$ cat config.mk
export PLATFORM = sky130hd
export DESIGN_NAME = ntt_stage_sched
export DESIGN_NICKNAME = d
export VERILOG_FILES = /design/src/rtl/ntt_stage_sched_pkg.sv /design/src/rtl/ntt_stage_sched_delay_line.sv /design/src/rtl/ntt_stage_sched.sv
export SDC_FILE = /design/constraint.sdc
export NUM_CORES = 1
export LEC_CHECK = 0
export CORE_ASPECT_RATIO = 1.5
export CORE_MARGIN = 2
export CORE_UTILIZATION = 40
export CTS_CLUSTER_SIZE = 25
export DETAILED_ROUTE_END_ITERATION = 6
export GPL_TIMING_DRIVEN = 1
export HOLD_SLACK_MARGIN = 0.06
export PLACE_DENSITY_LB_ADDON = 0.3
export SYNTH_ARGS = -nofsm -noshare
export SYNTH_HDL_FRONTEND = slang
export SYNTH_SLANG_ARGS = --single-unit
export TNS_END_PERCENT = 100
$ cat constraint.sdc
create_clock -name clk -period 4.8 [get_ports clk]
set_input_delay 0.96 -clock clk [delete_from_list [all_inputs] [get_ports clk]]
set_output_delay 0.96 -clock clk [all_outputs]
set_load 0.01 [all_outputs]
$ cat src/rtl/ntt_stage_sched_pkg.sv
// ntt_stage_sched_pkg
// Shared definitions for the NTT stage scheduler: FSM state encoding and the
// stage-count / group-count functions of LOGN used to size the schedule.
package ntt_stage_sched_pkg;

    typedef enum logic [1:0] {
        ST_IDLE  = 2'd0,
        ST_RUN   = 2'd1,
        ST_DRAIN = 2'd2,
        ST_DONE  = 2'd3
    } state_t;

    localparam int STAGE_W = 4;
    localparam int DRAIN_W = 5;

    // Number of stages: radix-4 stages plus one radix-2 stage when LOGN is odd.
    function automatic int num_stages(input int logn);
        return (logn + 1) / 2;
    endfunction

    // Butterfly groups per stage (N/4).
    function automatic int num_groups(input int logn);
        return (1 << logn) / 4;
    endfunction

    function automatic bit has_radix2(input int logn);
        return (logn % 2) == 1;
    endfunction

endpackage

$ cat src/rtl/ntt_stage_sched_delay_line.sv
// delay_line
// DEPTH-stage shift line of WIDTH-bit words. Shifts only when en=1, so the
// output is the input from exactly DEPTH enabled cycles earlier.
// Ports:
//   clk  - clock
//   rst  - synchronous active-high reset, clears every stage
//   en   - shift enable; 0 holds the contents
//   din  - word entering the line
//   dout - word leaving the line
module delay_line
    import ntt_stage_sched_pkg::*;
#(
    parameter int WIDTH = 1,
    parameter int DEPTH = 1
) (
    input  logic             clk,
    input  logic             rst,
    input  logic             en,
    input  logic [WIDTH-1:0] din,
    output logic [WIDTH-1:0] dout
);

    logic [WIDTH-1:0] pipe [DEPTH];

    always_ff @(posedge clk) begin
        if (rst) begin
            for (int i = 0; i < DEPTH; i++) begin
                pipe[i] <= '0;
            end
        end else if (en) begin
            pipe[0] <= din;
            for (int i = 1; i < DEPTH; i++) begin
                pipe[i] <= pipe[i-1];
            end
        end
    end

    assign dout = pipe[DEPTH-1];

endmodule

$ cat src/rtl/ntt_stage_sched.sv
// ntt_stage_sched
// Address scheduler for an in-place radix-4 NTT (with a final radix-2 stage
// when LOGN is odd). Issues one group of four read addresses per enabled
// cycle, drains the butterfly pipeline between stages, and replays the read
// addresses DELAY enabled cycles later as write-back addresses.
// Ports:
//   clk, rst            - clock, synchronous active-high reset
//   start               - one-cycle transform request (ignored while busy or en=0)
//   en                  - global advance enable; 0 freezes everything
//   rd_addr0..3/rd_valid - read addresses of the current group
//   wr_addr0..3/wr_valid - write-back addresses (reads delayed by DELAY)
//   stage, radix2, bfly - current stage index, radix-2 flag, group index
//   busy, done          - transform in progress, one-cycle completion pulse
//
// state    | meaning
// ---------+---------------------------------------------------------
// ST_IDLE  | waiting for start
// ST_RUN   | issuing groups b = 0..N/4-1 of the current stage
// ST_DRAIN | DELAY cycles for the last write-back of the stage
// ST_DONE  | one-cycle completion, back to idle
module ntt_stage_sched
    import ntt_stage_sched_pkg::*;
#(
    parameter int LOGN  = 7,
    parameter int DELAY = 13
) (
    input  logic               clk,
    input  logic               rst,
    input  logic               start,
    input  logic               en,
    output logic [LOGN-1:0]    rd_addr0,
    output logic [LOGN-1:0]    rd_addr1,
    output logic [LOGN-1:0]    rd_addr2,
    output logic [LOGN-1:0]    rd_addr3,
    output logic               rd_valid,
    output logic [LOGN-1:0]    wr_addr0,
    output logic [LOGN-1:0]    wr_addr1,
    output logic [LOGN-1:0]    wr_addr2,
    output logic [LOGN-1:0]    wr_addr3,
    output logic               wr_valid,
    output logic [STAGE_W-1:0] stage,
    output logic               radix2,
    output logic [LOGN-3:0]    bfly,
    output logic               busy,
    output logic               done
);

    localparam int NUM_STAGES = num_stages(LOGN);
    localparam int NUM_GROUPS = num_groups(LOGN);
    localparam int BW         = LOGN - 2;
    localparam int LINE_W     = 4 * LOGN + 1;

    localparam logic [BW-1:0]      LAST_B     = BW'(NUM_GROUPS - 1);
    localparam logic [STAGE_W-1:0] LAST_STAGE = STAGE_W'(NUM_STAGES - 1);
    localparam logic [DRAIN_W-1:0] DRAIN_LOAD = DRAIN_W'(DELAY - 1);
    localparam bit                 ODD_LOGN   = has_radix2(LOGN);

    state_t               state_q;
    state_t               state_d;
    logic [STAGE_W-1:0]   stage_q;
    logic [BW-1:0]        bfly_q;
    logic [DRAIN_W-1:0]   drain_q;

    logic                 last_group;
    logic                 last_stage;
    logic                 drain_tc;
    logic                 issue;
    logic                 busy_c;
    logic                 done_c;
    logic                 is_r2;

    logic [4:0]           sh;
    logic [LOGN-1:0]      b_ext;
    logic [LOGN-1:0]      mask_hi;
    logic [LOGN-1:0]      base;
    logic [1:0]           mm;
    logic [LOGN-1:0]      rd_addr_a [4];

    logic [LINE_W-1:0]    line_in;
    logic [LINE_W-1:0]    line_out;

    assign last_group = (bfly_q == LAST_B);
    assign last_stage = (stage_q == LAST_STAGE);
    assign drain_tc   = (drain_q == '0);
    assign is_r2      = ODD_LOGN && last_stage;

    // ---------------- FSM: state register ----------------
    always_ff @(posedge clk) begin
        if (rst) begin
            state_q <= ST_IDLE;
        end else if (en) begin
            state_q <= state_d;
        end
    end

    // ---------------- FSM: next state ----------------
    always_comb begin
        state_d = state_q;
        case (state_q)
            ST_IDLE:  if (start) state_d = ST_RUN;
            ST_RUN:   if (last_group) state_d = ST_DRAIN;
            ST_DRAIN: if (drain_tc) state_d = last_stage ? ST_DONE : ST_RUN;
            ST_DONE:  state_d = ST_IDLE;
            default:  state_d = ST_IDLE;
        endcase
    end

    // ---------------- FSM: outputs ----------------
    always_comb begin
        issue  = 1'b0;
        busy_c = 1'b0;
        done_c = 1'b0;
        case (state_q)
            ST_RUN: begin
                issue  = 1'b1;
                busy_c = 1'b1;
            end
            ST_DRAIN: busy_c = 1'b1;
            ST_DONE: begin
                busy_c = 1'b1;
                done_c = 1'b1;
            end
            default: ;
        endcase
    end

    // ---------------- stage / group / drain counters ----------------
    // stage and bfly keep their last values through DRAIN and DONE and are
    // cleared on the way back to IDLE.
    always_ff @(posedge clk) begin
        if (rst) begin
            stage_q <= '0;
            bfly_q  <= '0;
            drain_q <= '0;
        end else if (en) begin
            case (state_q)
                ST_RUN: begin
                    if (last_group) begin
                        drain_q <= DRAIN_LOAD;
                    end else begin
                        bfly_q <= bfly_q + 1'b1;
                    end
                end
                ST_DRAIN: begin
                    if (!drain_tc) begin
                        drain_q <= drain_q - 1'b1;
                    end else if (!last_stage) begin
                        stage_q <= stage_q + 1'b1;
                        bfly_q  <= '0;
                    end
                end
                ST_DONE: begin
                    stage_q <= '0;
                    bfly_q  <= '0;
                    drain_q <= '0;
                end
                default: ;
            endcase
        end
    end

    // ---------------- address generation ----------------
    // Radix-4 stage s: d = 4^s. Since low = b mod d fits below bit 2s, the
    // base is b with its bits at and above 2s moved up by two, and m*d lands
    // in the two freed bits, so the adds reduce to ORs.
    // Radix-2 stage: the two freed top bits select b, b+N/2, b+N/4, b+3N/4,
    // i.e. the top two bits are m bit-reversed.
    always_comb begin
        sh      = {stage_q, 1'b0};
        b_ext   = {2'b00, bfly_q};
        mask_hi = {LOGN{1'b1}} << sh;
        base    = ((b_ext & mask_hi) << 2) | (b_ext & ~mask_hi);
        mm      = 2'b00;
        for (int m = 0; m < 4; m++) begin
            mm = 2'(m);
            if (!issue) begin
                rd_addr_a[m] = '0;
            end else if (is_r2) begin
                rd_addr_a[m] = {mm[0], mm[1], bfly_q};
            end else begin
                rd_addr_a[m] = base | (LOGN'(m) << sh);
            end
        end
    end

    // ---------------- write-back delay line ----------------
    // The valid bit travels unmasked by en; en only gates the outputs, and
    // the line itself holds while en=0.
    assign line_in = {issue, rd_addr_a[3], rd_addr_a[2], rd_addr_a[1], rd_addr_a[0]};

    delay_line #(
        .WIDTH (LINE_W),
        .DEPTH (DELAY)
    ) u_delay_line (
        .clk  (clk),
        .rst  (rst),
        .en   (en),
        .din  (line_in),
        .dout (line_out)
    );

    // ---------------- outputs ----------------
    // rst forces every output low in the same cycle, ahead of the
    // registered state catching up at the next edge.
    assign rd_valid = issue & en & ~rst;
    assign rd_addr0 = rst ? '0 : rd_addr_a[0];
    assign rd_addr1 = rst ? '0 : rd_addr_a[1];
    assign rd_addr2 = rst ? '0 : rd_addr_a[2];
    assign rd_addr3 = rst ? '0 : rd_addr_a[3];

    assign wr_valid = line_out[LINE_W-1] & en & ~rst;
    assign wr_addr0 = rst ? '0 : line_out[LOGN-1:0];
    assign wr_addr1 = rst ? '0 : line_out[2*LOGN-1:LOGN];
    assign wr_addr2 = rst ? '0 : line_out[3*LOGN-1:2*LOGN];
    assign wr_addr3 = rst ? '0 : line_out[4*LOGN-1:3*LOGN];

    assign stage  = (busy_c && !rst) ? stage_q : '0;
    assign bfly   = (busy_c && !rst) ? bfly_q : '0;
    assign radix2 = busy_c & is_r2 & ~rst;
    assign busy   = busy_c & ~rst;
    assign done   = done_c & en & ~rst;

endmodule

### Cell outlines without signal wires, run 1

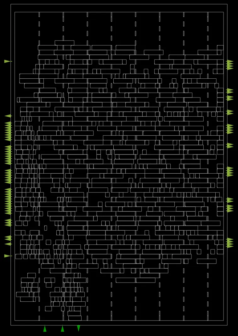
core area: 21,100 um^2
FP Rows: 65
Finished Layout Cells: 943

### Metal 3, run 1

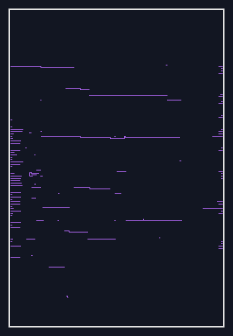
nets with wire on the layer: 86
longest straight run: 45.3 um
wire length on this layer: 551 um
main direction: horizontal
Post-Route WL: 13.1 mm
via count: 4,527
grt met3 use: 0.0208

### Nets reached from selected ports, run 1

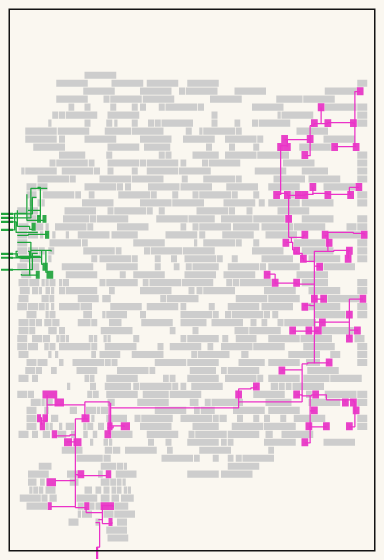
[`rd_addr3`] green | bits: 7 | direction: output | edge: left | end cells: 7 | buffers: 7 | wire: 201 um
[`rst`] magenta | bits: 1 | direction: input | edge: bottom | end cells: 79 | buffers: 2 | wire: 657 um
I/O Pins: 74
PortBufs: 73

==> run_results.csv, run 1 <==
group,metric,value,unit
logic_synthesis,synth.most_common_cell,"edfxtp_1",
global_route,grt_first_pass_wirelength,21.6,mm
critical_path,cp_max_fo,11,
logic_synthesis,synth_cell_type_count,46,
power,ir_drop,212,uV
worst_hold_path,min_path_cells,1,
logic_synthesis,synth_top_area_share,0.677,
final_layout,drive_gt1_frac,0.0667,
clock_network,clock.latency.late_pin,0.49,ns
logic_synthesis,synthArstFlopShare,0,
critical_path,cpMaxStageDelayCell,"a2111oi_0",
floorplanning,fp.dieW,124,um
critical_path,reg2regPathDepth,4,
global_route,grt_pass1_vias,4526,
drt,antenna_left,0,
floorplanning,chipArea,22800,um^2
sta,min_period,4.04,ns
global_route,antenna_found_initial,0,
logic_synthesis,topCellsByArea,"edfxtp_1 68%, and2_1 11%, nor2b_1 4.5%",
clock_network,root_buffer,"clkbuf_16",
drt,vias_per_cell,4.80,
logic_synthesis,synthTopCellsByCount,"195 x edfxtp_1, 149 x and2_1, 62 x nor2b_1",
final_layout,stdcell_area,10100,um^2
critical_path,crit_chain,"ha_1 > a2111oi_0 > o22ai_1 > nor2_1 > clkdlybuf4s50_1",
place,hpwl,7.37,mm
run_status,status,"complete, no violations",
job,drv_cap,0,
sta,finalSetupViolations,0,
global_route,grt_overflow,0,
logic_synthesis,ys_cells,622,
sta,hold_viol,0,
clock_network,cts_made_buffers,21,
final_layout,syn2layout_area_growth,16.7,%
clock_network,cts_tree,"built",
logic_synthesis,synth_nets,630,
clock_network,htreeDepth,1,
sta,worst_pin_slew,0.866,ns
place,placed_area,9450,um^2
critical_path,path_depth,5,
logic_synthesis,ys_seq_share,0.714,
drt,post-route-drc-count,0,
drt,initialDrtViolationCount,365,
critical_path,end_kind,"output pin",
critical_path,crit_required,3.84,ns
logic_synthesis,syn_inst,622,
clock_network,ctsHoldBuffers,0,
global_route,grt_max_degree,109,
sta,whs,0.509,ns
logic_synthesis,ys_ff,211,
worst_hold_path,worstHoldPathType,"reg2reg",
place,place.gp.congestion,0.816,
critical_path,cp-start-kind,"flop",
critical_path,crit_arrival,3.08,ns
final_layout,final_nets,670,
sta,fin_skew,0.0138,ns
logic_synthesis,ff_type,"edfxtp_1",
clock_network,cts-resized-gates,0,
critical_path,cp_slowest_stage_delay,0.77,ns
final_layout,fin_util,0.477,
sta,slew_viol_final,0,
clock_network,cts.sinks,211,
logic_synthesis,syn_area,8650,um^2
logic_synthesis,synth-edff-count,195,
logic_synthesis,synth_area_per_cell,13.9,um^2
final_layout,diodes,0,
clock_network,clk_pin_slew,0.06,ns
sta,finalSetupTns,0,ns
critical_path,path_class,"reg2out",
logic_synthesis,top_area_cell,"edfxtp_1",
logic_synthesis,yosys_warnings,0,
logic_synthesis,yosys_area,8650,um^2
sta,rsz0062_at_grt,"no",
clock_network,post-cts-setup-buffers,0,
-- run 1: cell usage in the layout (no fill, tap or decap), types with 2 or more instances in the layout --
cell type and n:
a211oi_1 2, a21oi_1 13, a22o_1 2, a22oi_1 2
a31oi_1 2, and2_1 149, and3_1 4, buf_4 7
clkbuf_1 5, clkbuf_16 21, clkbuf_8 3, clkdlybuf4s50_1 72
clkinv_1 3, clkinvlp_4 2, dfxtp_1 16, edfxtp_1 195
ha_1 4, inv_1 9, mux2i_1 3, nand2_1 6
nand2b_1 3, nand3_1 2, nand3b_1 5, nor2_1 33
nor2b_1 61, nor3_1 6, nor3b_1 2, nor4_1 2
o21ai_0 10, o221ai_1 2, or3_1 4, or3b_2 2
-- run 1: kinds of logic after synthesis --
| kind of cell | synth area share |
|---|---|
| simple gates | 0.200 |
| compound gates | 0.0308 |
| flops | 0.714 |
| buf+inv | 0.0440 |
| xor+xnor | 0.00101 |
| fa+ha+maj | 0.00579 |
| mux | 0.00477 |
-- run 1: metrics by stage --
stage	setup WS (ns)	std cells	power, mW
3_5_place_dp	0.918	907	2.35
4_1_cts	0.764	943	3.90
6_report	0.763	943	3.85
5_1_grt	0.376	943	3.99
2_1_floorplan	0.469	622	2.30
3_3_place_gp	0.978	907	2.34
-- run 1: power breakdown --
part	total (mW)	leakage (nW)	switching, mW	internal (mW)
combinational	0.164	1.17	0.0945	0.0699
sequential	2.15	2.29	0.0256	2.12
clock	1.54	0.310	0.635	0.905
-- run 1: final cells by class --
type / instances / area (um^2) / share of cell area
Sequential cell: 211 / 6180 / 0.612
Multi-Input combinational cell: 338 / 2100 / 0.208
Timing Repair Buffer: 81 / 798 / 0.0791
Clock buffer: 29 / 586 / 0.0580
Tap cell: 268 / 335 / 0.0332
Clock inverter: 7 / 65.1 / 0.00644
Inverter: 9 / 33.8 / 0.00335
-- run 1: per-layer routing --
metal,GRT usage,wire length [um],vias to the layer above
met1,0.147,5670,2159
met3,0.0208,550,31
met5,0,0,-
met4,0.0562,446,0
li1,-,-,2214
met2,0.192,6410,123
-- run 1: flip-flops by register name (all words and copies together), names as in the netlist --
signal             count
bfly_q                 5
drain_q                5
u_delay_line.pipe    195
state_q                2
stage_q                4
-- run 1: worst paths after layout --
path / from / endpoint / slack [ns]
worst max register to register: stage_q[0] / bfly_q[0] / 2.56
worst min-delay path: u_delay_line.pipe[0][240] / u_delay_line.pipe[0][269] / 0.51
worst max-delay path: stage_q[0] / rd_addr3[4] / 0.76
worst min register to register: u_delay_line.pipe[0][240] / u_delay_line.pipe[0][269] / 0.51
### Register map, names as in the netlist, run 1

Other sequential cells in the stronger gray, the rest of the logic in the fainter gray.
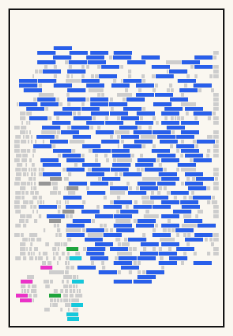

==> run 2, diff against run 1 <==
- clock period: 4.8 -> 3.7 ns (I/O delays scaled with it)
### Register map, names as in the netlist, run 2

Other sequential cells in the stronger gray, the rest of the logic in the fainter gray.
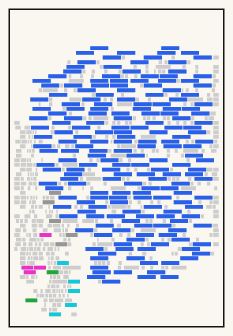
[`u_delay_line.pipe`] blue | flops: 195
[`stage_q`] magenta | flops: 4 | where: lower left
[`drain_q`] cyan | flops: 5
[`state_q`] green | flops: 2
flop share of the area: 0.610
sequential power: 2.78 mW
final core occ: 0.479
Reg area: 6180 um^2

==> run_results.csv, run 2 <==
group,metric,value,unit
final_layout,layout.cells.non_filler,946,
final_layout,syn2layout_area_growth,17.1,%
sta,fin_skew,0.00453,ns
logic_synthesis,synthSimpleGateAreaFrac,0.200,
final_layout,diodes,0,
place,place.gp.congestion,0.819,
critical_path,end_kind,"output pin",
power,comb_power_share,0.045,
logic_synthesis,synthTopCellsByCount,"195 x edfxtp_1, 149 x and2_1, 62 x nor2b_1",
power,totalPowerFinal,4.93,mW
place,hpwl,7.38,mm
logic_synthesis,yosys_area,8650,um^2
floorplanning,chipArea,22800,um^2
global_route,grt_overflow,0,
job,drv_cap,0,
sta,hold_viol,0,
final_layout,reg_top3,"u_delay_line.pipe x195, bfly_q x5, drain_q x5",
clock_network,htreeDepth,1,
clock_network,clock.latency.late_pin,0.49,ns
place,placed_area,9510,um^2
floorplanning,core_area,21100,um^2
clock_network,cts.sinks,211,
sta,rsz0062_at_grt,"yes",
logic_synthesis,synth_top_area_share,0.677,
logic_synthesis,ff_type,"edfxtp_1",
drt,post-route-drc-count,0,
critical_path,crit_required,2.96,ns
sta,slew_viol_final,0,
power,internal_power,3.95,mW
sta,finalSetupTns,0,ns
final_layout,stdcell_area,10100,um^2
clock_network,cts_made_buffers,21,
sta,setup_ws,0.101,ns
critical_path,path_class,"reg2out",
run_status,status,"complete, no violations",
global_route,antenna_found_initial,0,
clock_network,clk_pin_slew,0.06,ns
logic_synthesis,syn_inst,622,
logic_synthesis,synthArstFlopShare,0,
logic_synthesis,ys_sh_mux,0.00477,
critical_path,cp_max_fo,10,
drt,wl,12.9,mm
floorplanning,io_pins,74,
final_layout,final_cell_mix,"195 x edfxtp_1, 149 x and2_1, 72 x clkdlybuf4s50_1",
logic_synthesis,ys_cells,622,
logic_synthesis,topCellsByArea,"edfxtp_1 68%, and2_1 11%, nor2b_1 4.5%",
final_layout,largest_reg_flops,195,
logic_synthesis,xor_share,0.00101,
drt,dr_total_vias,4613,
power,clockPowerShare,0.391,
logic_synthesis,synth_area_per_cell,13.9,um^2
global_route,grt_first_pass_wirelength,21.7,mm
clock_network,cts_tree,"built",
drt,vias_per_cell,4.88,
final_layout,lay_top_count,"edfxtp_1",
logic_synthesis,synth-edff-count,195,
global_route,grt_max_degree,110,
logic_synthesis,ys_sh_adder,0.00579,
final_layout,final_nets,675,
clock_network,root_buffer,"clkbuf_16",
logic_synthesis,synth_cell_type_count,46,
place,dp_slack,0.388,ns
sta,min_period,3.60,ns
logic_synthesis,synthAoiAreaFrac,0.0308,
sta,finalSetupViolations,0,
logic_synthesis,synth_nets,630,
power,seqPwrFrac,0.564,
drt,antenna_left,0,
logic_synthesis,ys_seq_share,0.714,
logic_synthesis,top_logic_kind,"simple AND/OR/NAND/NOR gates",
place,io_buffers,73,
logic_synthesis,top_area_cell,"edfxtp_1",
## run 2: cell counts after synthesis
No cell type changed its count.
## run 2: area by class of cell
type / instances / area (um^2) / area share
sequential: 211 / 6180 / 0.610
multi-input combinational: 338 / 2110 / 0.209
timing repair buffer: 86 / 861 / 0.0850
clock buffer: 26 / 544 / 0.0537
tap: 268 / 335 / 0.0331
clock inverter: 8 / 63.8 / 0.00630
inverter: 9 / 33.8 / 0.00334
## run 2: power by group through the flow
stage / sequential, mW / combinational, mW / clock, mW
floorplan: 2.82 / 0.154 / 0
global placement: 2.82 / 0.219 / 0
detailed placement: 2.83 / 0.228 / 0
CTS: 2.78 / 0.229 / 1.99
global route: 2.79 / 0.252 / 2.07
finish: 2.78 / 0.223 / 1.93
## run 2: final timing paths
| check | to | slack [ns] | cells past startpoint | start |
|---|---|---|---|---|
| min | u_delay_line.pipe[0][225] | 0.52 | 1 | u_delay_line.pipe[0][196] |
| max | rd_addr3[3] | 0.10 | 6 | stage_q[1] |
| min reg2reg | u_delay_line.pipe[0][225] | 0.52 | 1 | u_delay_line.pipe[0][196] |
| max reg2reg | bfly_q[0] | 1.50 | 4 | stage_q[1] |
## run 2: timing repair
action | 4_1_cts | 5_1_grt
endpoints found under the setup margin | 2 | 10
pin swaps | 0 | 0
gates resized | 1 | 2
## run 2: logic make-up (layout without fill, tap and decap cells)
kind of cell	after synthesis	in the layout
mux	4	4
buf+inv	73	129
xor+xnor	1	1
compound gates	42	42
flops	211	211
simple gates	287	287
fa+ha+maj	4	4
## run 2: per-layer routing
| metal | wire length [um] | track usage | part of all wire | vias to the layer above |
|---|---|---|---|---|
| li1 | - | - | - | 2218 |
| met1 | 5470 | 0.141 | 0.42 | 2210 |
| met2 | 6300 | 0.197 | 0.49 | 145 |
| met3 | 616 | 0.0208 | 0.048 | 40 |
| met4 | 486 | 0.0557 | 0.038 | 0 |
| met5 | 0 | 0 | 0 | - |
## run 2: worst max-delay path, delay by kind of cell (launching register included)
kind | cells | cell delay (ns)
adder cells (fa/ha/maj) | 1 | 0.33
buffers and inverters | 1 | 0.49
AND-OR/OR-AND | 1 | 0.14
flip-flops | 1 | 0.40
AND/OR/NAND/NOR | 3 | 1.01
Power is estimated from default activity; no workload was simulated.
